`config.mk`:
```
export PLATFORM = sky130hd
export DESIGN_NAME = op_encoder
export DESIGN_NICKNAME = d
export VERILOG_FILES = /design/src/rtl/op_encoder.sv
export SDC_FILE = /design/constraint.sdc
export NUM_CORES = 1
export LEC_CHECK = 0
export CORE_ASPECT_RATIO = 1.25
export CORE_UTILIZATION = 42
export DETAILED_ROUTE_END_ITERATION = 10
export PLACE_DENSITY_LB_ADDON = 0.3
export SYNTH_ARGS = -nofsm -noshare
export SYNTH_HDL_FRONTEND = slang
export SYNTH_SLANG_ARGS = --single-unit
```
`constraint.sdc`:
```
create_clock -name clk -period 5.55 [get_ports clk]
set_input_delay 0.8325 -clock clk [delete_from_list [all_inputs] [get_ports clk]]
set_output_delay 0.8325 -clock clk [all_outputs]
set_load 0.01 [all_outputs]
```
`src/rtl/op_encoder.sv`:
```
// op_encoder: six push-buttons to a one-cycle operation code stream, with
// synchronisation, debounce, lowest-index priority and direction auto-repeat.
module op_encoder #(
  parameter int unsigned DEBOUNCE_CYCLES = 1000000,
  parameter int unsigned REPEAT_DELAY    = 25000000,
  parameter int unsigned REPEAT_PERIOD   = 10000000
) (
  input  logic       clk,
  input  logic       rst,
  input  logic [5:0] btn,
  input  logic       lock,
  output logic [2:0] operation
);

  localparam int unsigned DB_W   = $clog2(DEBOUNCE_CYCLES + 1);
  localparam int unsigned RP_MAX = (REPEAT_DELAY > REPEAT_PERIOD) ? REPEAT_DELAY : REPEAT_PERIOD;
  localparam int unsigned TM_W   = $clog2(RP_MAX + 1);

  localparam logic [DB_W-1:0] DB_LAST     = DB_W'(DEBOUNCE_CYCLES);
  localparam logic [TM_W-1:0] DELAY_LAST  = TM_W'(REPEAT_DELAY);
  localparam logic [TM_W-1:0] PERIOD_LAST = TM_W'(REPEAT_PERIOD);

  typedef enum logic [1:0] {
    IDLE,
    DELAY,
    REPEAT
  } rpt_state_e;

  logic [5:0]            sync1_q, sync1_d;
  logic [5:0]            sync2_q, sync2_d;
  logic [5:0]            stable_q, stable_d;
  logic [5:0]            stable_dly_q, stable_dly_d;
  logic [5:0][DB_W-1:0]  deb_cnt_q, deb_cnt_d;
  logic [2:0]            operation_q, operation_d;
  rpt_state_e            state_q, state_d;
  logic [2:0]            trk_q, trk_d;
  logic [TM_W-1:0]       timer_q, timer_d;

  logic [5:0]            press;
  logic                  win_vld;
  logic [2:0]            win_idx;
  logic [TM_W-1:0]       timer_inc;
  logic                  repeat_due;

  // Synchroniser and per-button debounce; the stable level flips on the cycle
  // after the counter has already reached its limit.
  always_comb begin
    sync1_d      = btn;
    sync2_d      = sync1_q;
    stable_d     = stable_q;
    stable_dly_d = stable_q;
    deb_cnt_d    = deb_cnt_q;
    for (int i = 0; i < 6; i++) begin
      if (sync2_q[i] == stable_q[i]) begin
        deb_cnt_d[i] = '0;
      end else if (deb_cnt_q[i] == DB_LAST) begin
        stable_d[i]  = sync2_q[i];
        deb_cnt_d[i] = '0;
      end else begin
        deb_cnt_d[i] = deb_cnt_q[i] + DB_W'(1);
      end
    end
  end

  // Rising edge of the stable level; scanning downward lets the lowest index win.
  always_comb begin
    press   = stable_q & ~stable_dly_q;
    win_vld = 1'b0;
    win_idx = '0;
    for (int i = 5; i >= 0; i--) begin
      if (press[i]) begin
        win_vld = 1'b1;
        win_idx = 3'(i);
      end
    end
  end

  // Priority inside the repeat path: lock, fresh press, release, timer expiry.
  always_comb begin
    operation_d = '0;
    state_d     = state_q;
    trk_d       = trk_q;
    timer_d     = timer_q;
    timer_inc   = timer_q + TM_W'(1);
    repeat_due  = ((state_q == DELAY)  && (timer_inc == DELAY_LAST)) ||
                  ((state_q == REPEAT) && (timer_inc == PERIOD_LAST));
    if (lock) begin
      state_d = IDLE;
      timer_d = '0;
    end else if (win_vld) begin
      operation_d = win_idx + 3'd1;
      timer_d     = '0;
      if (win_idx >= 3'd2) begin
        state_d = DELAY;
        trk_d   = win_idx;
      end else begin
        state_d = IDLE;
      end
    end else if (state_q != IDLE) begin
      if (!stable_q[trk_q]) begin
        state_d = IDLE;
        timer_d = '0;
      end else if (repeat_due) begin
        operation_d = trk_q + 3'd1;
        state_d     = REPEAT;
        timer_d     = '0;
      end else begin
        timer_d = timer_inc;
      end
    end
  end

  // NOTE: the debounce counter array is cleared by reset like every other flop,
  // so a press half-way through debounce cannot surface after reset release.
  always_ff @(posedge clk or posedge rst) begin
    if (rst) begin
      sync1_q      <= '0;
      sync2_q      <= '0;
      stable_q     <= '0;
      stable_dly_q <= '0;
      deb_cnt_q    <= '0;
      operation_q  <= '0;
      state_q      <= IDLE;
      trk_q        <= '0;
      timer_q      <= '0;
    end else begin
      sync1_q      <= sync1_d;
      sync2_q      <= sync2_d;
      stable_q     <= stable_d;
      stable_dly_q <= stable_dly_d;
      deb_cnt_q    <= deb_cnt_d;
      operation_q  <= operation_d;
      state_q      <= state_d;
      trk_q        <= trk_d;
      timer_q      <= timer_d;
    end
  end

  assign operation = operation_q;

endmodule

```
==> run_1/pdn.png <==
The bar under the picture is 50 microns long. Pins as bars on the die edge.
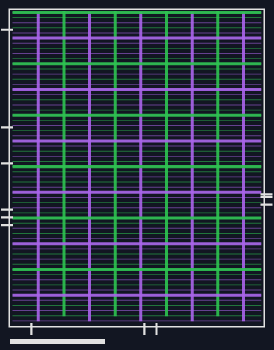
[VSS] purple
[VDD] green
met5 straps: 12
signal pins: 12
rows: 60
met4 straps: 9

==> run_1/cell_classes.png <==
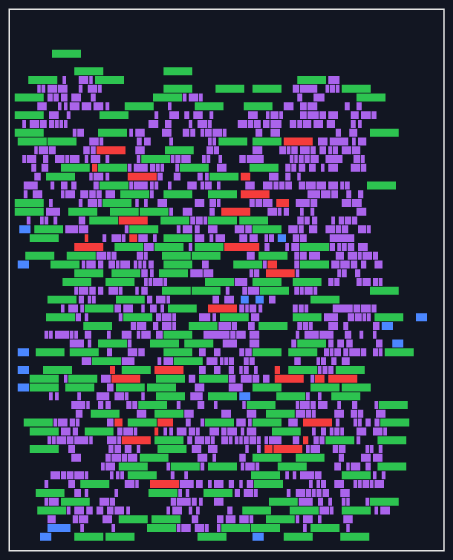
[flip-flops] green | cells: 177 | share of their area: 46%
[clock drivers and dummy loads] red | cells: 32 | share of their area: 5.7%
[other buffers and delay cells] blue | cells: 15 | share of their area: 1.6%
[all other logic] purple | cells: 752 | share of their area: 47%

==> run_1/clock_map.png <==
The bar under the picture is 50 microns long.
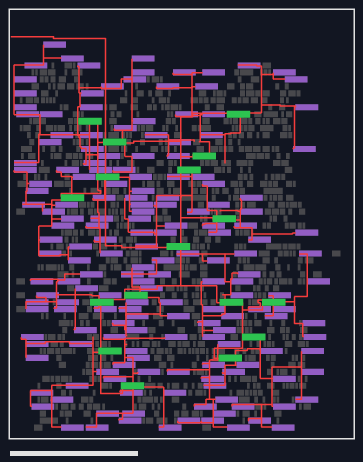
[clock wires] red | length: 2230 microns
[cells driving clock nets] green | count: 17
[flip-flops] purple | count: 177
routed clock nets: 18
flops lie: spread over the die

==> impl_metrics.yaml, run 1 <==
# yosys + openroad results
setup_path:
  regToRegSetupSlack_ns: 1.88
  cp-endpoint: "operation[1]$_DFF_PP0_"
  crit_start: "timer_q[0]$_DFFE_PP0P_"
  worst-path-buf-inv: 0
  path_cells: "ha_1, nand3_1, or3_1, or4_1, nand4_1, a2111oi_2, a41oi_2, nor2_2, a31o_2"
  path_class: "reg -> reg"
drt:
  drt_iter0_drc: 477
  routed.top_layer: "met4"
  drc_errors: 0
  wl_met2_microns: 8487
  drt.antenna.violating_nets: 0
  finalWirelength_microns: 17060
sta:
  worst_clock_skew_ns: 0.009347
  setup_tns_ns: 0
  setup_viol: 0
  maxSlewViolCount: 0
  slew_headroom_pct: 35.06
placed_design:
  pre_cts_ws_ns: 1.947
  dpl_cell_area_sq_um: 9508
  io_buffers: 11
clock_network:
  clock-root-buffer: "clkbuf_16"
  worstSkewPairLatency_ns: 0.43
  clock_path_buffers: 2
  path_clk_slew_ns: 0.06
  numCtsBuffers: 17
  ctsHoldBuffers: 0
logic_synthesis:
  yosys.stat.seqShare_pct: 48.31
  floorplan.nets: 994
  ys_top_cells_by_count: "dfrtp_1 (177), nor2_1 (166), nand3_1 (77)"
  avgSynthCellArea_sq_um: 9.462
  yosys.area_share.adder_pct: 2.183
  syn_area_sq_um: 9169
  ys_area_sq_um: 9169
  flop_cell: "dfrtp_1"
final_layout:
  diodes: 0
  comb_share_pct: 44.32
  nNonClkBuffers: 15
  final_area_sq_um: 10060
  logic_gates: 722
  seq_share_pct: 44.01
hold_path:
  min_from: "sync1_q[3]$_DFF_PP0_"
power_and_ir_drop:
  swShare_pct: 22.85
  finalPower_mw: 2.542
  switchingPower_mw: 0.5808
  combPwrFrac_pct: 3.2
run_status:
  outcome: "finished clean"
floorplan:
  io_pins: 12
  core_sq_um: 21470
==> run_1/metal_stack.png <==
The bar under the picture is 50 microns long.
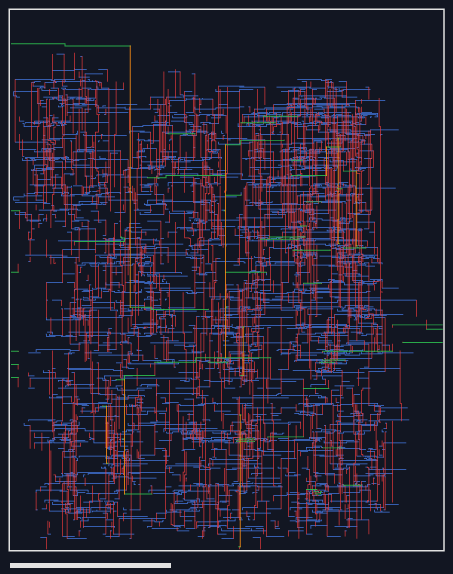

==> run 2, diff against run 1 <==
- clock period: 5.55 -> 3.2 ns (I/O delays scaled with it)
==> run_2/metal_stack.png <==
The bar under the picture is 50 microns long.
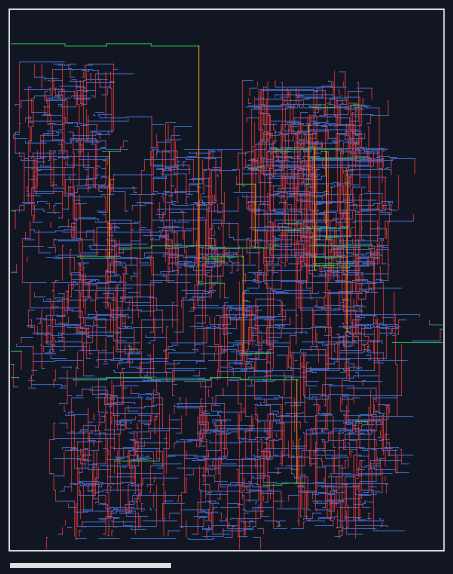
[met1] blue | wire length: 8140 microns
[met4] orange | wire length: 321 microns
[met2] red | wire length: 8640 microns
[met3] green | wire length: 457 microns

==> run_2/final_clocks.png <==
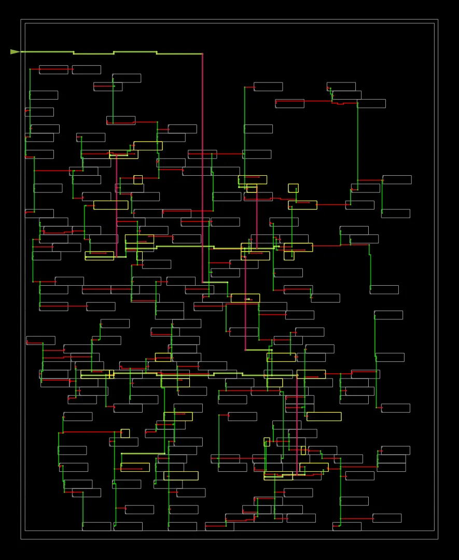
clk_skew: 0.01011 ns
Latency at later pin: 0.43 ns
CLK BUF: 21

==> run_2/cell_classes.png <==
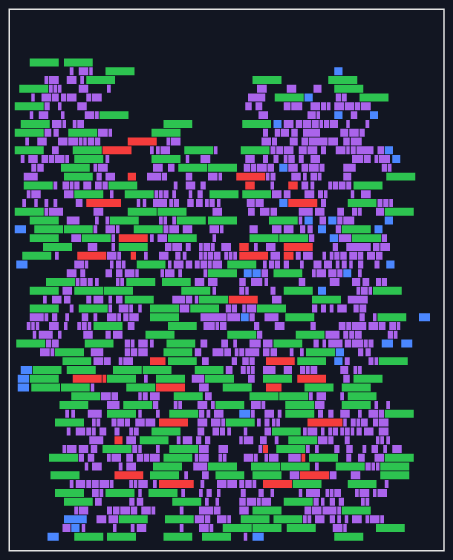
[flip-flops] green | cells: 177 | share of their area: 45%
[clock drivers and dummy loads] red | cells: 32 | share of their area: 6.1%
[all other logic] purple | cells: 752 | share of their area: 46%
[other buffers and delay cells] blue | cells: 36 | share of their area: 3.1%

==> run 2 against run 1 <==
Compared with the run above: clock skew rose by 0.00077 ns; global-route usage rose by 0.51 points; critical path depth fell by 1; non-clock buffer count is 21 higher; worst setup slack lost 1.6 ns; clock power rose by 89%; sequential power rose by 73%; cell area up 2.2%; first-iteration DRC count down 12%; critical endpoint is now timer_q[22]$_DFFE_PP0P_; largest cell class unchanged; largest power group unchanged.
==> impl_metrics.yaml, run 2 <==
# yosys + openroad results
run_status:
  outcome: "finished clean"
hold_path:
  min_from: "sync1_q[2]$_DFF_PP0_"
  hold_end: "sync2_q[2]$_DFF_PP0_"
  hp-class: "reg -> reg"
  min_delay_path_depth: 0
logic_synthesis:
  top_area_cell: "dfrtp_1"
  aoi_share_pct: 6.496
  synthMuxAreaShare_pct: 1.719
  ys_cells: 969
  syn_area_sq_um: 9169
  yosys.stat.seqShare_pct: 48.31
  avgSynthCellArea_sq_um: 9.462
  ys_top_cells_by_count: "dfrtp_1 (177), nor2_1 (166), nand3_1 (77)"
  ys_types: 62
  xor_share_pct: 11.75
  yosys.area_share.adder_pct: 2.183
  ys_area_sq_um: 9169
  ys_async_sr_fraction_pct: 100.0
  flop_cell: "dfrtp_1"
  floorplan.nets: 994
final_layout:
  syn2layout_area_growth_pct: 12.13
  mostFrequentLayoutCell: "dfrtp_1"
  top_area_cell_class: "combinational gates"
  clk_share_pct: 5.939
  comb_share_pct: 43.43
  regMostFlops: "deb_cnt_q"
  nNonClkBuffers: 36
  final_cells: 1276
  final_area_sq_um: 10280
  logic_gates: 722
  diodes: 0
  flop_area_sq_um: 4429
  seq_share_pct: 43.08
drt:
  drt_iter0_drc: 422
  finalWirelength_microns: 17560
  met1_length_microns: 8138
  wl_met2_microns: 8639
  drc_errors: 0
  vias: 6654
  routed.top_layer: "met4"
  drt.antenna.violating_nets: 0
power_and_ir_drop:
  ir_drop_uv: 401.0
  seq_power_share_pct: 49.9
  p_int_mw: 3.583
  maxPowerGroup: "sequential cells"
  comb_cell_power_mw: 0.146
  combPwrFrac_pct: 3.2
  swShare_pct: 21.83
  switchingPower_mw: 1.000
  power_density_nw_per_um2: 445.8
  finalPower_mw: 4.583
global_route:
  grt-ovfl-total: 0
  grt_first_pass_wirelength_microns: 31480
  gr-usage-met2_pct: 28.27
setup_path:
  critPathArrivalTime_ns: 3.25
  crit_start: "timer_q[13]$_DFFE_PP0P_"
  path_class: "reg -> reg"
  cp-endpoint: "timer_q[22]$_DFFE_PP0P_"
  regToRegSetupSlack_ns: 0.25
  path_cells: "nand4_2, nor4_4, nand3_2, mux2_4, or4_4, a32o_1, a31oi_1, o41ai_1"
  r2r-start: "timer_q[13]$_DFFE_PP0P_"
  crit_fanout: 13
  worst-path-buf-inv: 0
floorplan:
  dieWidth_microns: 134.2
  core_sq_um: 21470
  row_count: 60
  die_area_sq_um: 22430
  io_pins: 12
placed_design:
  place_inst: 1242
  io_buffers: 11
  pre_cts_ws_ns: 0.1282
  dpl_cell_area_sq_um: 9651
sta:
  maxSlewViolCount: 0
  setup_viol: 0
  hold_ws_ns: 0.3474
  slew_headroom_pct: 44.31
  setup_tns_ns: 0
  timing.final.crit_share_pct: 92.12
clock_network:
  ctsHoldBuffers: 0
  clock_path_buffers: 2
  clock-root-buffer: "clkbuf_16"
  path_clk_slew_ns: 0.07
  numCtsBuffers: 17
run:
  max-cap-violations: 0
Power and IR drop assume default switching activity.
